File: src/rtl/rom_arbiter_if.sv
// rom_arbiter_if
//   Bundles every handshake and data signal around the sprite ROM arbiter:
//   the PPU request/return port, the statemachine request/return port, the
//   display blanking flag and the single-port ROM read bus.
//
//   Ports of the interface (all single clock domain, owned by the user):
//     blank                     1 = display outside active area
//     ppu_req / ppu_addr        PPU read request and address
//     ppu_ack                   PPU request accepted this cycle
//     ppu_valid / ppu_data      PPU returned-data strobe and data
//     sm_req / sm_addr          statemachine read request and address
//     sm_ack                    statemachine request accepted this cycle
//     sm_valid / sm_data        statemachine returned-data strobe and data
//     rom_rd / rom_addr         ROM read strobe and address
//     rom_q                     ROM read data
//
//   Modports:
//     slave  - the arbiter's view
//     master - the surrounding system (requesters and ROM)
interface rom_arbiter_if #(
    parameter int ADDR_W = 14,
    parameter int DATA_W = 16
);
    logic              blank;

    logic              ppu_req;
    logic [ADDR_W-1:0] ppu_addr;
    logic              ppu_ack;
    logic              ppu_valid;
    logic [DATA_W-1:0] ppu_data;

    logic              sm_req;
    logic [ADDR_W-1:0] sm_addr;
    logic              sm_ack;
    logic              sm_valid;
    logic [DATA_W-1:0] sm_data;

    logic              rom_rd;
    logic [ADDR_W-1:0] rom_addr;
    logic [DATA_W-1:0] rom_q;

    modport slave (
        input  blank,
        input  ppu_req, ppu_addr,
        output ppu_ack, ppu_valid, ppu_data,
        input  sm_req, sm_addr,
        output sm_ack, sm_valid, sm_data,
        output rom_rd, rom_addr,
        input  rom_q
    );

    modport master (
        output blank,
        output ppu_req, ppu_addr,
        input  ppu_ack, ppu_valid, ppu_data,
        output sm_req, sm_addr,
        input  sm_ack, sm_valid, sm_data,
        input  rom_rd, rom_addr,
        output rom_q
    );
endinterface

File: src/rtl/rom_arbiter.sv
// rom_arbiter
//   Shares one synchronous single-port sprite/graphics ROM between the picture
//   processing unit (hard real-time pixel fetches) and the game statemachine
//   (attribute/hitbox lookups). At most one ROM read is issued per cycle; each
//   read carries an owner tag through a pipeline that matches the ROM latency,
//   so returned data is steered back to its requester strictly in grant order.
//
//   Optional feature macro: ROM_ARB_STARVE_GUARD_EN
//     defined     - an 8-bit starvation counter forces one statemachine grant
//                   after it has waited STARVE_MAX cycles during active video
//     not defined - strict PPU priority while blank = 0
//
//   Parameters:
//     ADDR_W      ROM address width
//     DATA_W      ROM data width
//     ROM_LAT     cycles from rom_rd sample to valid rom_q (1..4)
//     STARVE_MAX  statemachine wait cycles before a forced grant (1..255)
//
//   Ports:
//     clock       single clock, rising edge
//     reset       synchronous, active-high
//     bus         rom_arbiter_if.slave (requester ports, blank, ROM bus)
//
//   Timing: ack in cycle N -> rom_rd/rom_addr in N+1 -> rom_q in N+1+ROM_LAT
//           -> *_valid/*_data in N+2+ROM_LAT.
module rom_arbiter #(
    parameter int ADDR_W     = 14,
    parameter int DATA_W     = 16,
    parameter int ROM_LAT    = 2,
    parameter int STARVE_MAX = 8
) (
    input logic          clock,
    input logic          reset,
    rom_arbiter_if.slave bus
);

    if (ROM_LAT < 1 || ROM_LAT > 4) begin : g_bad_rom_lat
        $error("rom_arbiter: ROM_LAT must be in 1..4");
    end
    if (STARVE_MAX < 1 || STARVE_MAX > 255) begin : g_bad_starve_max
        $error("rom_arbiter: STARVE_MAX must be in 1..255");
    end

    // Grant decision (combinational, same cycle as the request)
    logic ppu_gnt;
    logic sm_gnt;
    logic force_sm;

`ifdef ROM_ARB_STARVE_GUARD_EN
    localparam logic [7:0] STARVE_LIM = 8'(STARVE_MAX);

    logic [7:0] starve_cnt;

    function automatic logic [7:0] sat_inc(input logic [7:0] v, input logic [7:0] lim);
        return (v >= lim) ? lim : v + 8'd1;
    endfunction

    // The counter only runs while the statemachine is actively waiting; any
    // grant to it or a dropped request restarts the wait from zero.
    always_ff @(posedge clock) begin
        if (reset) begin
            starve_cnt <= 8'd0;
        end else if (!bus.sm_req || sm_gnt) begin
            starve_cnt <= 8'd0;
        end else begin
            starve_cnt <= sat_inc(starve_cnt, STARVE_LIM);
        end
    end

    assign force_sm = (starve_cnt == STARVE_LIM);
`else
    assign force_sm = 1'b0;
`endif

    always_comb begin
        ppu_gnt = 1'b0;
        sm_gnt  = 1'b0;
        // Acks are held low for the whole reset cycle so nothing is accepted
        // that the pipeline flush would then silently drop.
        if (!reset) begin
            if (bus.ppu_req && bus.sm_req) begin
                if (bus.blank || force_sm) begin
                    sm_gnt = 1'b1;
                end else begin
                    ppu_gnt = 1'b1;
                end
            end else begin
                ppu_gnt = bus.ppu_req;
                sm_gnt  = bus.sm_req;
            end
        end
    end

    assign bus.ppu_ack = ppu_gnt;
    assign bus.sm_ack  = sm_gnt;

    // Stage p0: registered ROM command plus the head of the tag pipeline.
    // vld_p[k] / own_p[k] describe the read issued k cycles ago; own = 1 means
    // the statemachine owns it. vld_p[0] doubles as the ROM read strobe.
    logic [ROM_LAT:0]  vld_p;
    logic [ROM_LAT:0]  own_p;
    logic [ADDR_W-1:0] addr_p0;

    always_ff @(posedge clock) begin
        if (reset) begin
            vld_p[0] <= 1'b0;
            own_p[0] <= 1'b0;
            addr_p0  <= '0;
        end else begin
            vld_p[0] <= ppu_gnt | sm_gnt;
            own_p[0] <= sm_gnt;
            // Address holds its last value on idle cycles.
            if (ppu_gnt) begin
                addr_p0 <= bus.ppu_addr;
            end else if (sm_gnt) begin
                addr_p0 <= bus.sm_addr;
            end
        end
    end

    assign bus.rom_rd   = vld_p[0];
    assign bus.rom_addr = addr_p0;

    // Stages p1..pROM_LAT: tags shift unconditionally in lockstep with the ROM
    // latency; clearing them on reset discards every read still in flight.
    always_ff @(posedge clock) begin
        if (reset) begin
            vld_p[ROM_LAT:1] <= '0;
            own_p[ROM_LAT:1] <= '0;
        end else begin
            for (int k = 1; k <= ROM_LAT; k++) begin
                vld_p[k] <= vld_p[k-1];
                own_p[k] <= own_p[k-1];
            end
        end
    end

    // Output stage: rom_q is valid exactly when the oldest tag reaches the end
    // of the pipeline; only the owner's data register loads, the other holds.
    logic              ppu_vld_out;
    logic              sm_vld_out;
    logic [DATA_W-1:0] ppu_data_out;
    logic [DATA_W-1:0] sm_data_out;
    logic              ret_ppu;
    logic              ret_sm;

    assign ret_ppu = vld_p[ROM_LAT] & ~own_p[ROM_LAT];
    assign ret_sm  = vld_p[ROM_LAT] &  own_p[ROM_LAT];

    always_ff @(posedge clock) begin
        if (reset) begin
            ppu_vld_out  <= 1'b0;
            sm_vld_out   <= 1'b0;
            ppu_data_out <= '0;
            sm_data_out  <= '0;
        end else begin
            ppu_vld_out <= ret_ppu;
            sm_vld_out  <= ret_sm;
            if (ret_ppu) begin
                ppu_data_out <= bus.rom_q;
            end
            if (ret_sm) begin
                sm_data_out <= bus.rom_q;
            end
        end
    end

    assign bus.ppu_valid = ppu_vld_out;
    assign bus.ppu_data  = ppu_data_out;
    assign bus.sm_valid  = sm_vld_out;
    assign bus.sm_data   = sm_data_out;

endmodule

File: src/flat_wrapper.sv
// flat-port wrapper written by rule: the top's interface ports become plain ports
module rom_arbiter_flat 
#(
    parameter int ADDR_W     = 14,
    parameter int DATA_W     = 16,
    parameter int ROM_LAT    = 2,
    parameter int STARVE_MAX = 8
)
  (clock, reset, bus_blank, bus_ppu_req, bus_ppu_addr, bus_ppu_ack, bus_ppu_valid, bus_ppu_data, bus_sm_req, bus_sm_addr, bus_sm_ack, bus_sm_valid, bus_sm_data, bus_rom_rd, bus_rom_addr, bus_rom_q);
  rom_arbiter_if #(.ADDR_W(ADDR_W), .DATA_W(DATA_W)) bus_i ();
  input logic clock;
  input logic reset;
  input wire logic [$bits(bus_i.blank)-1:0] bus_blank;
  input wire logic [$bits(bus_i.ppu_req)-1:0] bus_ppu_req;
  input wire logic [$bits(bus_i.ppu_addr)-1:0] bus_ppu_addr;
  output wire logic [$bits(bus_i.ppu_ack)-1:0] bus_ppu_ack;
  output wire logic [$bits(bus_i.ppu_valid)-1:0] bus_ppu_valid;
  output wire logic [$bits(bus_i.ppu_data)-1:0] bus_ppu_data;
  input wire logic [$bits(bus_i.sm_req)-1:0] bus_sm_req;
  input wire logic [$bits(bus_i.sm_addr)-1:0] bus_sm_addr;
  output wire logic [$bits(bus_i.sm_ack)-1:0] bus_sm_ack;
  output wire logic [$bits(bus_i.sm_valid)-1:0] bus_sm_valid;
  output wire logic [$bits(bus_i.sm_data)-1:0] bus_sm_data;
  output wire logic [$bits(bus_i.rom_rd)-1:0] bus_rom_rd;
  output wire logic [$bits(bus_i.rom_addr)-1:0] bus_rom_addr;
  input wire logic [$bits(bus_i.rom_q)-1:0] bus_rom_q;
  assign bus_i.blank = bus_blank;
  assign bus_i.ppu_req = bus_ppu_req;
  assign bus_i.ppu_addr = bus_ppu_addr;
  assign bus_ppu_ack = bus_i.ppu_ack;
  assign bus_ppu_valid = bus_i.ppu_valid;
  assign bus_ppu_data = bus_i.ppu_data;
  assign bus_i.sm_req = bus_sm_req;
  assign bus_i.sm_addr = bus_sm_addr;
  assign bus_sm_ack = bus_i.sm_ack;
  assign bus_sm_valid = bus_i.sm_valid;
  assign bus_sm_data = bus_i.sm_data;
  assign bus_rom_rd = bus_i.rom_rd;
  assign bus_rom_addr = bus_i.rom_addr;
  assign bus_i.rom_q = bus_rom_q;
  rom_arbiter #(.ADDR_W(ADDR_W), .DATA_W(DATA_W), .ROM_LAT(ROM_LAT), .STARVE_MAX(STARVE_MAX)) u_core (.clock(clock), .reset(reset), .bus(bus_i));
endmodule
File: config.mk
export PLATFORM = sky130hd
export DESIGN_NAME = rom_arbiter_flat
export DESIGN_NICKNAME = d
export VERILOG_FILES = /design/src/rtl/rom_arbiter_if.sv /design/src/rtl/rom_arbiter.sv /design/src/flat_wrapper.sv
export SDC_FILE = /design/constraint.sdc
export NUM_CORES = 1
export LEC_CHECK = 0
export ABC_AREA = 1
export CELL_PAD_IN_SITES_DETAIL_PLACEMENT = 1
export CELL_PAD_IN_SITES_GLOBAL_PLACEMENT = 1
export CORE_MARGIN = 2
export CORE_UTILIZATION = 30
export DETAILED_ROUTE_END_ITERATION = 7
export PLACE_DENSITY = 0.88
export SLEW_MARGIN = 10
export SYNTH_ARGS = -nofsm -noshare
export SYNTH_HDL_FRONTEND = slang
export SYNTH_SLANG_ARGS = --single-unit
File: constraint.sdc
create_clock -name clock -period 1.8 [get_ports clock]
set_input_delay 0.27 -clock clock [delete_from_list [all_inputs] [get_ports clock]]
set_output_delay 0.27 -clock clock [all_outputs]
set_load 0.01 [all_outputs]
==> notes.md, run 1 <==
impl run done, here's what came out: CP max FO=3, sequential cell count=between 50 and 60, P_leak=roughly 1.5 nW, Layout clock buffers=6, DIE WIDTH=about 89 um, Hold Violations, Final=0, Adder Share, Synth=0%, tool warnings=26, yosys aoi share=between 10% and 20%, TritonCTS clock tree=built, Buf/Inv on CP=3, Flop area=~1100 sq um, hold slack=408.7 ps, yosys stat area=2148 sq um, clk tree area frac=~3.4%, final worst path period need=1640 ps, Multi-In Gates=about 180, Top cells by area=dfxtp_1 (50%), nor2_1 (13%), o21ai_0 (7.7%), inv_1 (6.1%), nand2_1 (4.9%), capturing point of the worst reg2reg path=u_core.bus.sm_data[5], Worst Hold Class=flop to flop, Top Usage Layer GRT=met2, gr ovfl total=0, hold path depth=2, number of global-route vias before repair=between 2000 and 2500, crit path DRT=1530 ps, Post-Syn Area=about 2100 sq um, PostCTS Resize Cnt=2, worst r2r path cells=4, Clock transition at path regs=~90 ps, # Cells Yosys=290, CP Class=primary input to output pin, buffer share of cell area=between 30% and 40%, status=completed, met3 usage=~6.4%, Area-dominant class=flip-flops and latches, CP Launch Type=primary input, RD Place Congestion=~0.75, Detail Placement HPWL=5013 um, maximum VDD drop=0.3463 mV, Mux area share=0%, Chip Height=88.62 um, Peak Freq=609.9 MHz, io pins=about 100, placed cell count=between 400 and 500, layout cell share with drive strength beyond 1=between 6 and 7%, Post-CTS Setup Inserts=0, deepest clock path buffer count=2, Seq share, synth=50.32%, CTS Root Buffer Type=clkbuf_8, Die Area=~8000 sq um, mean post-synth cell area=between 7 and 8 sq um, Commonest flop=dfxtp_1, CP endpoint kind=output pin, Num CTS Buffers=5, Pins Over Slew Limit=0, cts hold-fix bufs=0, final core utilization=around half, Power Dens Cells=roughly 750 nW/um^2, drt pass-1 iters=4, logic share of the area=about 24%, crit-path cells=clkdlybuf4s50_1 > inv_1 > o21ai_1 > nor2_1 > dlygate4sd2_1, vias per cell=4.549, top cells by count=nor2_1 (72), dfxtp_1 (54), inv_1 (35), # diodes=0, post-synth top area share=between 50 and 60%, final non-filler cell total=slightly below 500, setup violators final=0, Cells after Synth=around 290, initial antenna violation count=0, HP Start=u_core.own_p[0], number of max-cap violations=0, Largest logic family=simple AND/OR/NAND/NOR gates, Synth Net Count=339, global-route wire length before repair=~11000 um, Crit path max-delay family=buffers and inverters, Tapcells=96, total track usage=between 10% and 20%, FFs w/ async S/R, synth=0%, core area=slightly below 7000 sq um, largest net degree at the start of global routing=25, period utilization=about nine tenths, Logic area=between 800 and 900 sq um, fillcell total=roughly 850, Post-synth EDFFs=0, unrepaired setup endpoints after global routing=no, area fraction in xor and xnor cells=0%, CP max stage delay=about 520 ps, # port buffers=99, synth unique cells=17
[run 1: sequential cells by signal, summed over array words and instances (netlist names)]
register,cells
u_core.bus.ppu_data,16
u_core.bus.sm_data,16
u_core.bus.rom_addr,14
u_core.own_p,3
u_core.vld_p,2
u_core.bus.ppu_valid,1
u_core.bus.rom_rd,1
u_core.bus.sm_valid,1
[run 1: through the flow]
step | total power [mW] | setup TNS (ps) | area [sq um]
2_1_floorplan | 1.470 | 0 | 2148
3_3_place_gp | 1.713 | -27.26 | 3239
3_5_place_dp | 1.729 | -107.0 | 3239
4_1_cts | 2.564 | 0 | 3351
5_1_grt | 2.660 | 0 | 3356
6_report | 2.526 | 0 | 3356
[run 1: power by group]
group	switching [mW]	internal (mW)	leakage [nW]	total [mW]
sequential	0.0245	1.24	0.441	1.27
clock	0.384	0.446	0.0573	0.830
combinational	0.191	0.236	0.956	0.427
total	0.600	1.93	1.45	2.53
[run 1: placed cells by master, fill, tap and decap left out, drive strengths merged]
master / count
a21oi: 14
buf: 11
bufinv: 1
clkbuf: 6
clkdlybuf4s50: 96
dfxtp: 54
dlygate4sd2: 1
dlymetal6s2s: 2
inv: 39
nand2: 30
nand3: 15
nand4: 14
nor2: 73
o21ai: 34
[run 1: worst max-delay path by stage]
stage                             end  cells after the start
final                      bus_sm_ack                      5
after global routing       bus_sm_ack                      5
after CTS                 bus_ppu_ack                      5
after detailed placement   bus_sm_ack                      5
after global placement     bus_sm_ack                      5
after floorplan            bus_sm_ack                      5
[run 1: routing by layer]
| metal | share of wire [%] | up-vias |
|---|---|---|
| met5 | 0 | - |
| met4 | 1.1 | 0 |
| met3 | 8.1 | 8 |
| met2 | 49 | 76 |
| met1 | 42 | 1014 |
| li1 | - | 1113 |
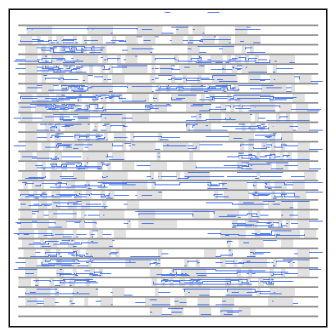
Figure 1: run 1, metal 1.
Supply wires on this layer in grey.
longest straight run: 30.8 um
main direction: horizontal
nets with wire on the layer: 386
wire length on this layer: 2670 um
share of all routed wire: 42%
final wirelength: 6413 um
global routing usage on met1: 19.03%
vias: 2211

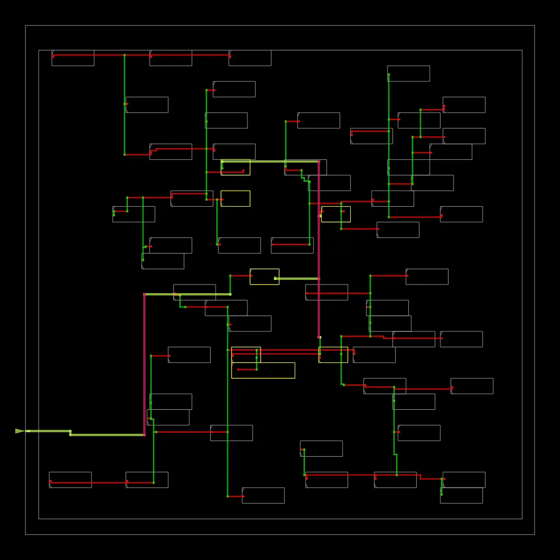
Figure 2: run 1, the clock network.
clk_lat worst skew: 300 ps
Clock group: 0.830 mW

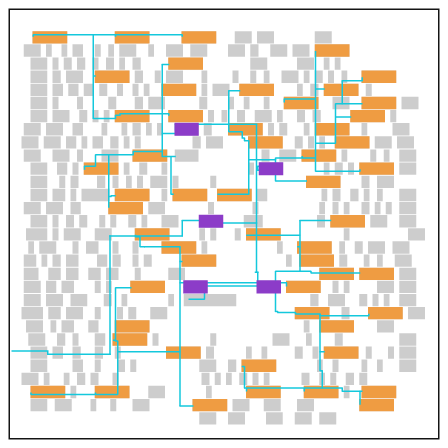
Figure 3: run 1, clock wires, drivers and flops.
[flip-flops] orange | count: 54
[clock wires] cyan | length: 676 um
[clock-net drivers] purple | count: 5
routed clock nets: 6
Clk pwr share: 32.9%
Setup Skew: 3.070 ps

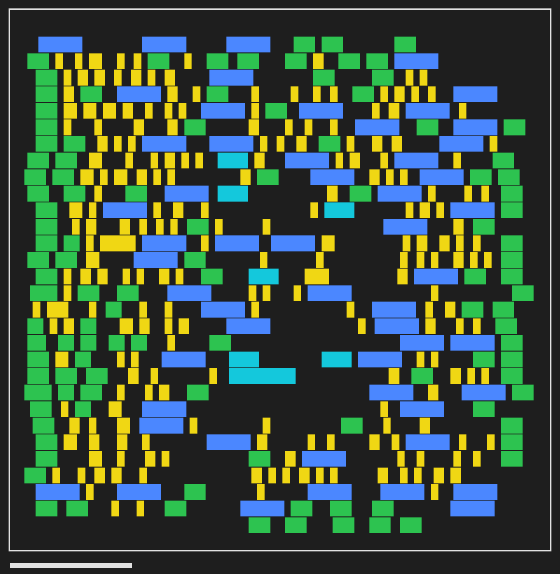
Figure 4: run 1, placed cells, one colour a class.
Scale bar: 20 um.
| class | colour | cells |
|---|---|---|
| clock drivers and dummy loads | cyan | 7 |
| registers | blue | 54 |
| remaining buffers and delay cells | green | 110 |
| remaining logic cells | yellow | 219 |
flop share of the area: 32.21%
fin area: 3356 sq um
# rows: 30

==> run 2, diff against run 1 <==
--- a/config.mk
+++ b/config.mk
@@ -10,9 +10,10 @@
 export CELL_PAD_IN_SITES_GLOBAL_PLACEMENT = 1
 export CORE_MARGIN = 2
 export CORE_UTILIZATION = 30
+export CTS_CLUSTER_DIAMETER = 60
 export DETAILED_ROUTE_END_ITERATION = 7
 export PLACE_DENSITY = 0.88
-export SLEW_MARGIN = 10
+export SLEW_MARGIN = 0
 export SYNTH_ARGS = -nofsm -noshare
 export SYNTH_HDL_FRONTEND = slang
 export SYNTH_SLANG_ARGS = --single-unit
==> run 2 against run 1 <==
Compared with the run above: flip-flop count unchanged; power is the same; worst hold slack did not move; utilization is the same; via count unchanged; register-to-register slack barely moved; final cell count stayed put; fmax did not move; setup slack unchanged; synthesized cell count is the same; critical path type unchanged; largest cell class unchanged; largest power group unchanged.
==> notes.md, run 2 <==
impl run done, here's what came out: layout cell share with drive strength beyond 1=6.923% (unchanged), final core utilization=48.85% (unchanged), Detail Placement HPWL=5013 um (unchanged), # diodes=0 (unchanged), number of global-route vias before repair=2255 (unchanged), hold slack=408.7 ps (unchanged), Clock group=0.830 mW (about the same), Seq pwr share=50.3% (about the same), setup TNS=0 ps (unchanged), final non-filler cell total=486 (unchanged), Clock transition at path regs=90 ps (about the same), Top cells by area=dfxtp_1 (50%), nor2_1 (13%), o21ai_0 (7.7%), inv_1 (6.1%), nand2_1 (4.9%), Hold Violations, Final=0 (unchanged), Pwr top=registers, # Cells Yosys=290 (unchanged), CP endpoint kind=output pin, Post-Syn Area=2148 sq um (unchanged), Post-CTS Setup Inserts=0 (unchanged), switch share=23.75% (unchanged), period utilization=91.10% (unchanged), Setup Skew=3.070 ps (unchanged), number of max-cap violations=0 (unchanged), tool warnings=26 (unchanged), fillcell total=851 (unchanged), final wirelength=6413 um (unchanged), status=completed, CP Class=primary input to output pin, Post-synth EDFFs=0 (unchanged), Power Dens Cells=752.8 nW/um^2 (unchanged), initial antenna violation count=0 (unchanged), setup violators final=0 (unchanged), Num CTS Buffers=5 (unchanged), RD Place Congestion=0.7512 (unchanged), core area=6869 sq um (unchanged), top cells by count=nor2_1 (72), dfxtp_1 (54), inv_1 (35), Seq share, synth=50.32% (unchanged), crit-path cells=clkdlybuf4s50_1 > inv_1 > o21ai_1 > nor2_1 > dlygate4sd2_1, CP max FO=3 (unchanged), Flop area=1081 sq um (unchanged), Cells after Synth=290 (unchanged), most numerous logic cell after layout=clkdlybuf4s50_1, FFs w/ async S/R, synth=0% (unchanged), post-synth top area share=50.32% (unchanged), P_sw=0.5999 mW (unchanged), total track usage=17.04% (unchanged), crit path DRT=1530 ps (about the same), DIE WIDTH=88.62 um (unchanged), CP Launch Type=primary input, # port buffers=99 (unchanged), P_leak=1.454 nW (unchanged), Placed Area=3239 sq um (unchanged), vias=2211 (unchanged), io pins=100 (unchanged), maximum VDD drop=0.3463 mV (unchanged), # rows=30 (unchanged), fin area=3356 sq um (unchanged), hold path depth=2 (unchanged), mean post-synth cell area=7.408 sq um (unchanged), drt pass-1 iters=4 (unchanged), ys flops=54, Commonest flop=dfxtp_1, CTS Root Buffer Type=clkbuf_8, Logic area=818.3 sq um (unchanged), Seq. pwr=1.27 mW (about the same), placed cell count=479 (unchanged), most instantiated logic cells after routing=clkdlybuf4s50_1 (96), nor2_1 (72), dfxtp_1 (54), inv_1 (35), o21ai_0 (32), CP max stage delay=520 ps (about the same), Int Pwr=1.926 mW (unchanged), slowest stage cell on the critical path=clkdlybuf4s50_1, yosys stat area=2148 sq um (unchanged), final worst path period need=1640 ps (unchanged), Die Area=7854 sq um (unchanged), Comb power frac=16.9% (about the same), synth unique cells=17 (unchanged), Peak Freq=609.9 MHz (unchanged), Chip Height=88.62 um (unchanged), Pins Over Slew Limit=0 (unchanged)
-- run 2: cell counts after synthesis --
Identical to the previous run, type by type.
-- run 2: cell families after synthesis --
logic type | count (synthesis) | synth area share [%]
and+or+nand+nor | 132 | 26.38
buffers and inverters | 56 | 11.59
DFF | 54 | 50.32
AOI/OAI and AO/OA | 48 | 11.71
-- run 2: critical path: cells and delay by family --
kind | cells | cell delay, ps
AOI/OAI and AO/OA | 1 | 170
buffers and inverters | 3 | 870
and+or+nand+nor | 1 | 70
-- run 2: routing by layer --
layer / vias to the layer above / share of wire [%] / GRT usage (%)
met1: 1014 / 42 / 19.03
met4: 0 / 1.1 / 4.132
met2: 76 / 49 / 30.53
li1: 1113 / - / -
met3: 8 / 8.1 / 6.437
met5: - / 0 / 0
-- run 2: cell type report --
type                            instances  share of cell area, %
Tap cell                               96                  3.579
Inverter                               39                  4.362
Timing Repair Buffer                  110                  32.10
Clock buffer                            6                  2.461
Clock inverter                          1                 0.8949
Multi-Input combinational cell        180                  24.38
Sequential cell                        54                  32.21
-- run 2: metrics by stage --
step / power, mW / setup slack [ps]
finish: 2.526 / 160.3
global route: 2.660 / 89.48
detailed placement: 1.729 / -107.0
CTS: 2.564 / 6.278
global placement: 1.713 / -27.26
floorplan: 1.470 / 658.8
-- run 2: final timing paths --
path | from | to
worst max-delay path | bus_ppu_req | bus_sm_ack
worst min-delay path | u_core.own_p[0] | u_core.own_p[1]
worst max register to register | u_core.own_p[2] | u_core.bus.sm_data[5]
worst min register to register | u_core.own_p[0] | u_core.own_p[1]
-- run 2: what timing repair did --
item,in CTS,in global routing
pin swaps,0,0
hold buffers,0,0
gates resized,2,2
endpoints found under the setup margin,1,1
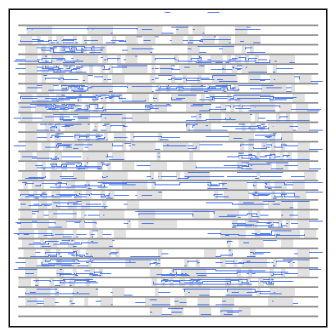
Figure 5: run 2, metal 1.
Supply wires on this layer in grey.
share of all routed wire: 42%
main direction: horizontal

Power and IR drop assume default switching activity.
